$ cat src/rtl/fetch_if.sv
// Fetch-stage bus bundle: instruction memory request/response, execute redirect,
// and the decoder-facing valid/ready instruction port.
interface fetch_if;
  logic        imem_req_valid;
  logic        imem_req_ready;
  logic [31:0] imem_req_addr;
  logic        imem_resp_valid;
  logic [31:0] imem_resp_data;
  logic        redirect_valid;
  logic [31:0] redirect_pc;
  logic        op_valid;
  logic        ip_ready;
  logic [31:0] op_inst;
  logic [31:0] op_pc;

  // Fetch unit side
  modport master (
    output imem_req_valid, imem_req_addr, op_valid, op_inst, op_pc,
    input  imem_req_ready, imem_resp_valid, imem_resp_data,
           redirect_valid, redirect_pc, ip_ready
  );

  // Environment side (memory, execute, decoder)
  modport slave (
    input  imem_req_valid, imem_req_addr, op_valid, op_inst, op_pc,
    output imem_req_ready, imem_resp_valid, imem_resp_data,
           redirect_valid, redirect_pc, ip_ready
  );
endinterface

$ cat src/rtl/fetch_unit.sv
// Instruction fetch stage: owns the PC, keeps one word request outstanding to
// instruction memory, and hands the returned word plus its PC to the decoder.
// A redirect from execute wins over every other event and squashes stale work.
//
// state | meaning
// REQ   | request for pc presented to memory, waiting for acceptance
// WAIT  | request accepted, response still due and wanted
// DROP  | request accepted, response still due but stale (discard it)
// HOLD  | instruction held toward the decoder until consumed or squashed
module fetch_unit #(
  parameter logic [31:0] RESET_PC = 32'h0000_0000,
  parameter logic [31:0] NOP_INST = 32'h0000_0013
) (
  input logic      clk,
  input logic      reset,
  fetch_if.master  bus
);

  typedef enum logic [1:0] {
    S_REQ  = 2'd0,
    S_WAIT = 2'd1,
    S_DROP = 2'd2,
    S_HOLD = 2'd3
  } state_t;

  state_t      state_q, state_d;
  logic [31:0] pc_q, pc_d;
  logic        op_valid_q, op_valid_d;
  logic [31:0] op_inst_q, op_inst_d;
  logic [31:0] op_pc_q, op_pc_d;

  logic [31:0] redirect_tgt;

  // Misaligned redirect targets are silently forced onto a word boundary.
  assign redirect_tgt = bus.redirect_pc & ~32'h0000_0003;

  // Next-state, PC and decoder-output computation.
  always_comb begin
    state_d    = state_q;
    pc_d       = pc_q;
    op_valid_d = op_valid_q;
    op_inst_d  = op_inst_q;
    op_pc_d    = op_pc_q;

    case (state_q)
      S_REQ: begin
        if (bus.redirect_valid) begin
          pc_d = redirect_tgt;
          // The old-PC request went out this cycle; its response must be thrown away.
          if (bus.imem_req_ready) state_d = S_DROP;
        end else if (bus.imem_req_ready) begin
          state_d = S_WAIT;
        end
      end
      S_WAIT: begin
        if (bus.redirect_valid) begin
          pc_d    = redirect_tgt;
          state_d = bus.imem_resp_valid ? S_REQ : S_DROP;
        end else if (bus.imem_resp_valid) begin
          op_inst_d  = bus.imem_resp_data;
          op_pc_d    = pc_q;
          op_valid_d = 1'b1;
          pc_d       = pc_q + 32'd4;
          state_d    = S_HOLD;
        end
      end
      S_DROP: begin
        if (bus.redirect_valid) pc_d = redirect_tgt;
        // The stale response retires the outstanding request even when a
        // redirect lands in the same cycle; waiting longer would never end.
        if (bus.imem_resp_valid) state_d = S_REQ;
      end
      S_HOLD: begin
        if (bus.redirect_valid) begin
          op_valid_d = 1'b0;
          pc_d       = redirect_tgt;
          state_d    = S_REQ;
        end else if (bus.ip_ready) begin
          op_valid_d = 1'b0;
          state_d    = S_REQ;
        end
      end
      default: state_d = S_REQ;
    endcase
  end

  // State and datapath registers with synchronous reset.
  always_ff @(posedge clk) begin
    if (reset) begin
      state_q    <= S_REQ;
      pc_q       <= RESET_PC;
      op_valid_q <= 1'b0;
      op_inst_q  <= NOP_INST;
      op_pc_q    <= 32'h0000_0000;
    end else begin
      state_q    <= state_d;
      pc_q       <= pc_d;
      op_valid_q <= op_valid_d;
      op_inst_q  <= op_inst_d;
      op_pc_q    <= op_pc_d;
    end
  end

  assign bus.imem_req_valid = (state_q == S_REQ);
  assign bus.imem_req_addr  = pc_q;
  assign bus.op_valid       = op_valid_q;
  assign bus.op_inst        = op_inst_q;
  assign bus.op_pc          = op_pc_q;

endmodule

$ cat src/flat_wrapper.sv
// flat-port wrapper written by rule: the top's interface ports become plain ports
module fetch_unit_flat 
#(
  parameter logic [31:0] RESET_PC = 32'h0000_0000,
  parameter logic [31:0] NOP_INST = 32'h0000_0013
)
  (clk, reset, bus_imem_req_valid, bus_imem_req_addr, bus_op_valid, bus_op_inst, bus_op_pc, bus_imem_req_ready, bus_imem_resp_valid, bus_imem_resp_data, bus_redirect_valid, bus_redirect_pc, bus_ip_ready);
  fetch_if bus_i ();
  input logic clk;
  input logic reset;
  output wire logic [$bits(bus_i.imem_req_valid)-1:0] bus_imem_req_valid;
  output wire logic [$bits(bus_i.imem_req_addr)-1:0] bus_imem_req_addr;
  output wire logic [$bits(bus_i.op_valid)-1:0] bus_op_valid;
  output wire logic [$bits(bus_i.op_inst)-1:0] bus_op_inst;
  output wire logic [$bits(bus_i.op_pc)-1:0] bus_op_pc;
  input wire logic [$bits(bus_i.imem_req_ready)-1:0] bus_imem_req_ready;
  input wire logic [$bits(bus_i.imem_resp_valid)-1:0] bus_imem_resp_valid;
  input wire logic [$bits(bus_i.imem_resp_data)-1:0] bus_imem_resp_data;
  input wire logic [$bits(bus_i.redirect_valid)-1:0] bus_redirect_valid;
  input wire logic [$bits(bus_i.redirect_pc)-1:0] bus_redirect_pc;
  input wire logic [$bits(bus_i.ip_ready)-1:0] bus_ip_ready;
  assign bus_imem_req_valid = bus_i.imem_req_valid;
  assign bus_imem_req_addr = bus_i.imem_req_addr;
  assign bus_op_valid = bus_i.op_valid;
  assign bus_op_inst = bus_i.op_inst;
  assign bus_op_pc = bus_i.op_pc;
  assign bus_i.imem_req_ready = bus_imem_req_ready;
  assign bus_i.imem_resp_valid = bus_imem_resp_valid;
  assign bus_i.imem_resp_data = bus_imem_resp_data;
  assign bus_i.redirect_valid = bus_redirect_valid;
  assign bus_i.redirect_pc = bus_redirect_pc;
  assign bus_i.ip_ready = bus_ip_ready;
  fetch_unit #(.RESET_PC(RESET_PC), .NOP_INST(NOP_INST)) u_core (.clk(clk), .reset(reset), .bus(bus_i));
endmodule
$ cat config.mk
export PLATFORM = sky130hd
export DESIGN_NAME = fetch_unit_flat
export DESIGN_NICKNAME = d
export VERILOG_FILES = /design/src/rtl/fetch_if.sv /design/src/rtl/fetch_unit.sv /design/src/flat_wrapper.sv
export SDC_FILE = /design/constraint.sdc
export NUM_CORES = 1
export LEC_CHECK = 0
export CAP_MARGIN = 20
export CORE_MARGIN = 2
export CORE_UTILIZATION = 25
export CTS_CLUSTER_DIAMETER = 200
export DETAILED_ROUTE_END_ITERATION = 12
export GPL_TIMING_DRIVEN = 0
export HOLD_SLACK_MARGIN = 0.12
export PLACE_DENSITY_LB_ADDON = 0.08
export SLEW_MARGIN = 20
export SYNTH_ARGS = -nofsm -noshare
export SYNTH_HDL_FRONTEND = slang
export SYNTH_SLANG_ARGS = --single-unit
$ cat constraint.sdc
create_clock -name clk -period 2.5 [get_ports clk]
set_input_delay 0.75 -clock clk [delete_from_list [all_inputs] [get_ports clk]]
set_output_delay 0.75 -clock clk [all_outputs]
set_load 0.01 [all_outputs]
congestion.png
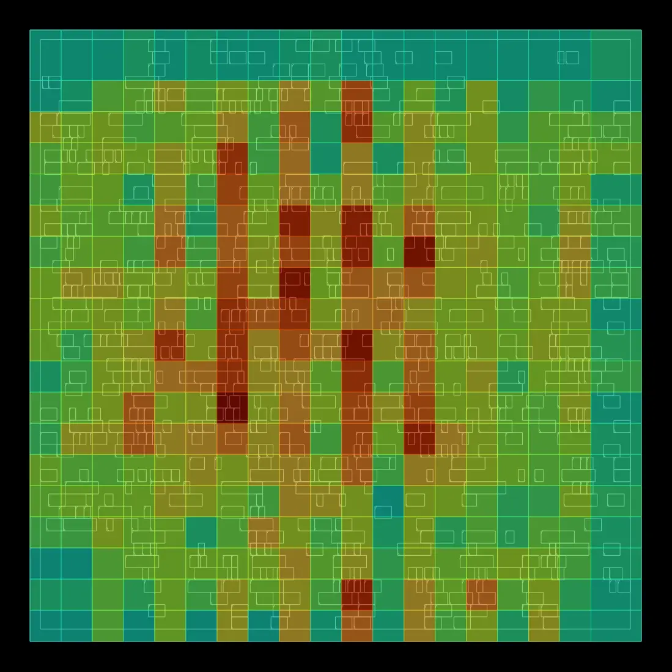
Avg WL per Cell: 17.47 um
Global Route met2 Usage: 28.74%
GRT Util Overall: 18.16%
GRT Max-Usage Layer: met2

wires.png
Scale: 3 px per um. Only two layers are drawn.
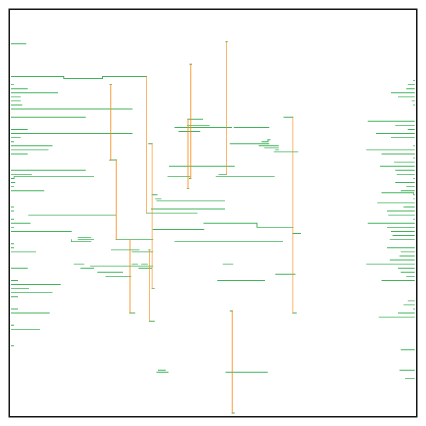
[metal 4] orange | wire length: 399 um
[metal 3] green | wire length: 1210 um
routed via count: 4694
Routed WL: 16610 um

layer_met4.png
Scale: 3 px per um. Supply wires on this layer in grey.
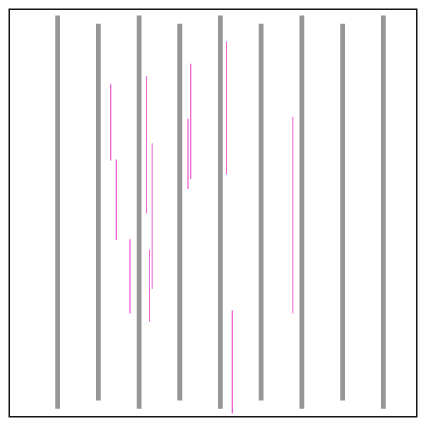
nets with wire on the layer: 8
wire length on this layer: 399 um
longest straight run: 65.3 um
share of all routed wire: 2.4%

flops_by_reg.png
Scale: 3 px per um. Other sequential cells in the stronger grey, the rest of the logic in the fainter grey.
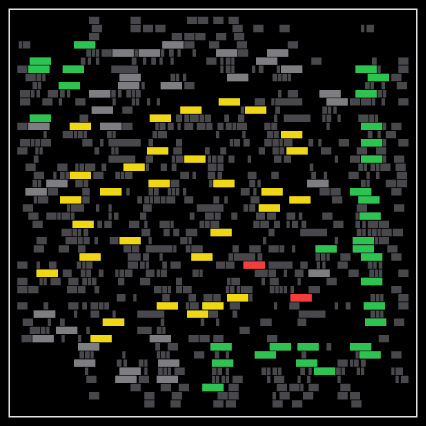
[u_core.bus.imem_req_addr] yellow | flops: 30
[u_core.state_q] red | flops: 2
[u_core.bus.op_inst] green | flops: 32 | where: widely spread
not coloured: 31
area occupied by registers: 0.001902 sq mm
Seq area share: 29.23%
Seq power: 1630 uW
Core Util, Final: 38.15%

layer_met1.png
Scale: 4 px per um. Supply wires on this layer in grey. Cells faint in the background.
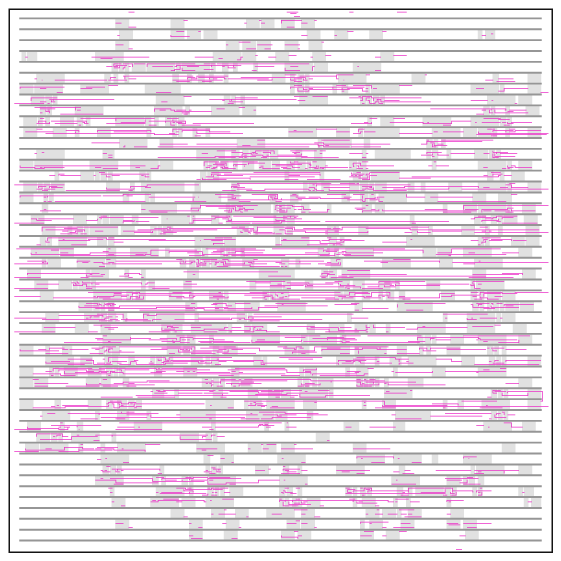
nets with wire on the layer: 701
longest straight run: 49.7 um
wire length on this layer: 7560 um
share of all routed wire: 45%
met1 usage: 23.39%

==> job_summary.md <==
## Implementation flow summary

| Metric | Value |
|---|---|
| Area leader share | `44.08%` |
| Post-synth EDFFs | `0` |
| Fin Hold WS | `0.4538 ns` |
| Inserted Diodes | `0` |
| Relative slew slack | `between 40% and 50%` |
| Pre-Place Util | `between 20% and 30%` |
| Signal buffers | `roughly 210` |
| PostCTS Resize Cnt | `0` |
| Placed instance area | `between 0.006 and 0.007 sq mm` |
| Fin nets | `792` |
| Drt drc | `0` |
| Synth cell types | `between 50 and 60` |
| Worst setup path end | `u_core.bus.op_inst[4]` |
| Cts hold-fix bufs | `0` |
| Die Size | `approximately 0.018 sq mm` |
| Logic area | `about 0.0021 sq mm` |
| Num CTS Buffers | `9` |
| Final hold viol count | `0` |
| Pleak | `approximately 0.0022 uW` |
| Synth-to-layout area growth | `50.81%` |
| ClkCell Share | `around 4.7%` |
| Placed cells | `approximately 940` |
| Final-report setup violation count | `0` |
| Site row count | `between 40 and 50` |
| # IOs | `about 170` |
| Via density per instance | `between 4 and 5` |
| Data required time at the worst endpoint | `2.71 ns` |
| Final Skew | `around 0.0080 ns` |
| Non-clock buffer share | `28.25%` |
| Worst-margin pin slew | `0.7904 ns` |
| Final cycle utilization of the critical path | `about nine tenths` |
| Core Box Area | `0.01706 sq mm` |
| PD cells | `between 500 and 600 mW/mm^2` |
| Largest net degree at the start of global routing | `17` |
| Worst Setup Slack post-DPL | `-0.1530 ns` |
| Worst Setup SP | `bus_redirect_valid` |
| CP Buf/Inv Count | `3` |
| First-pass GRT wire length | `approximately 25000 um` |
| Mean post-synth cell area | `a little under 8 sq um` |
| Largest class | `logic gates` |
| Yosys warning total | `0` |
| Crit Path Max Fanout | `10` |
| Max_cap viols | `0` |
| Levels on crit path | `7` |
| Worst setup SP type | `input pin` |
| Main power group | `registers` |
| Critical path's slowest cell | `nor3b_2` |
| Int Power | `approximately 2600 uW` |
| Latency at later pin | `roughly 0.35 ns` |
| Synth Seq Share | `~44%` |
| DRT Pass-1 Iters | `5` |
| Multi-input gates | `between 300 and 400` |
| R2R Path Start | `u_core.bus.imem_req_addr[2]` |
| Die Width | `~140 um` |
| R2r worst-path depth | `6` |
| Clk pwr share | `41.1%` |
| Hold Path Depth | `2` |
| Combinational share of power | `12.9%` |
| P_clk | `~1500 uW` |
| CTS tree | `yes` |
| Pwr Total | `3546 uW` |
| Class of the worst hold path | `register to register` |
| Log Warnings | `28` |
| Status | `finished, final reports clean` |
| Hold Startpoint | `u_core.bus.op_inst[25]` |
| Share of layout cells above drive strength 1 | `around 7.6%` |
| Combinational share of cell area | `32.83%` |
| Cell taking the most area after synthesis | `dfxtp_1` |
| Critical Path Sink Type | `register` |
| Top delay family on crit path | `simple AND/OR/NAND/NOR gates` |
| Final Max Slew Viols | `0` |
| Clock sink count | `roughly 95` |
| Vias in the first global route | `around 4600` |
| Htree depth | `3` |
| Mapped Cells | `548` |
-- logic make-up after synthesis --
logic type                 count (synthesis)  synth area share (%)
buffers and inverters                     57                 6.670
AOI/OAI and AO/OA                        133                 19.08
adders and majority gates                  1                0.2900
xor gates and xnor gates                   3                0.6092
DFF                                       95                 44.08
muxes                                      2                0.7540
and+or+nand+nor                          256                 28.42
other                                      1               0.08692
-- state kept, by name, indices dropped and copies added, names as in the netlist --
register and cells:
u_core.state_q 2, u_core.bus.op_pc 30, u_core.bus.op_inst 32, u_core.bus.op_valid 1, u_core.bus.imem_req_addr 30
-- placed cells by master (no fill, tap or decap), types with 13 or more instances in the layout --
cell type        Yosys  final
a21oi_1             69     69
buf_2               13     13
clkbuf_1            21     21
clkdlybuf4s50_1      0    159
dfxtp_1             95     95
nand2_1            145    145
nand3_1             15     15
nand4_1             15     15
nor2_1              27     27
o21ai_0             14     14
-- synth_stat cells (2+ instances only) --
cell	number
o41ai_1	2
and2_1	6
o21a_1	3
xnor2_1	3
and4_2	3
and4_1	7
nand2_1	145
a2111oi_0	5
nor2b_1	3
nand3_1	15
a211oi_1	11
clkbuf_1	21
nor3_1	7
o31a_1	2
a31oi_1	4
nor4_1	8
buf_4	6
a311oi_1	10
o21ai_0	14
a21oi_1	69
dfxtp_1	95
inv_1	11
buf_2	13
nor2_1	27
and3_1	7
nand4_1	15
a41oi_1	3
o31ai_1	4
buf_6	4
-- layer usage --
metal  vias up  share of wire [%]  global-route usage (%)
li1       2278                  -                       -
met1      2193                 45                   23.39
met2       198                 45                   28.74
met3        25                7.3                   4.789
met4         0                2.4                   7.755
met5         -                  0                       0
-- tightest hold or removal path, cell delays in order (launching register included) --
cell and delay, ns:
dfxtp_1 0.31, nand2_1 0.05, a21oi_1 0.05
No activity file was given, so power comes from the tool's default toggle rates.
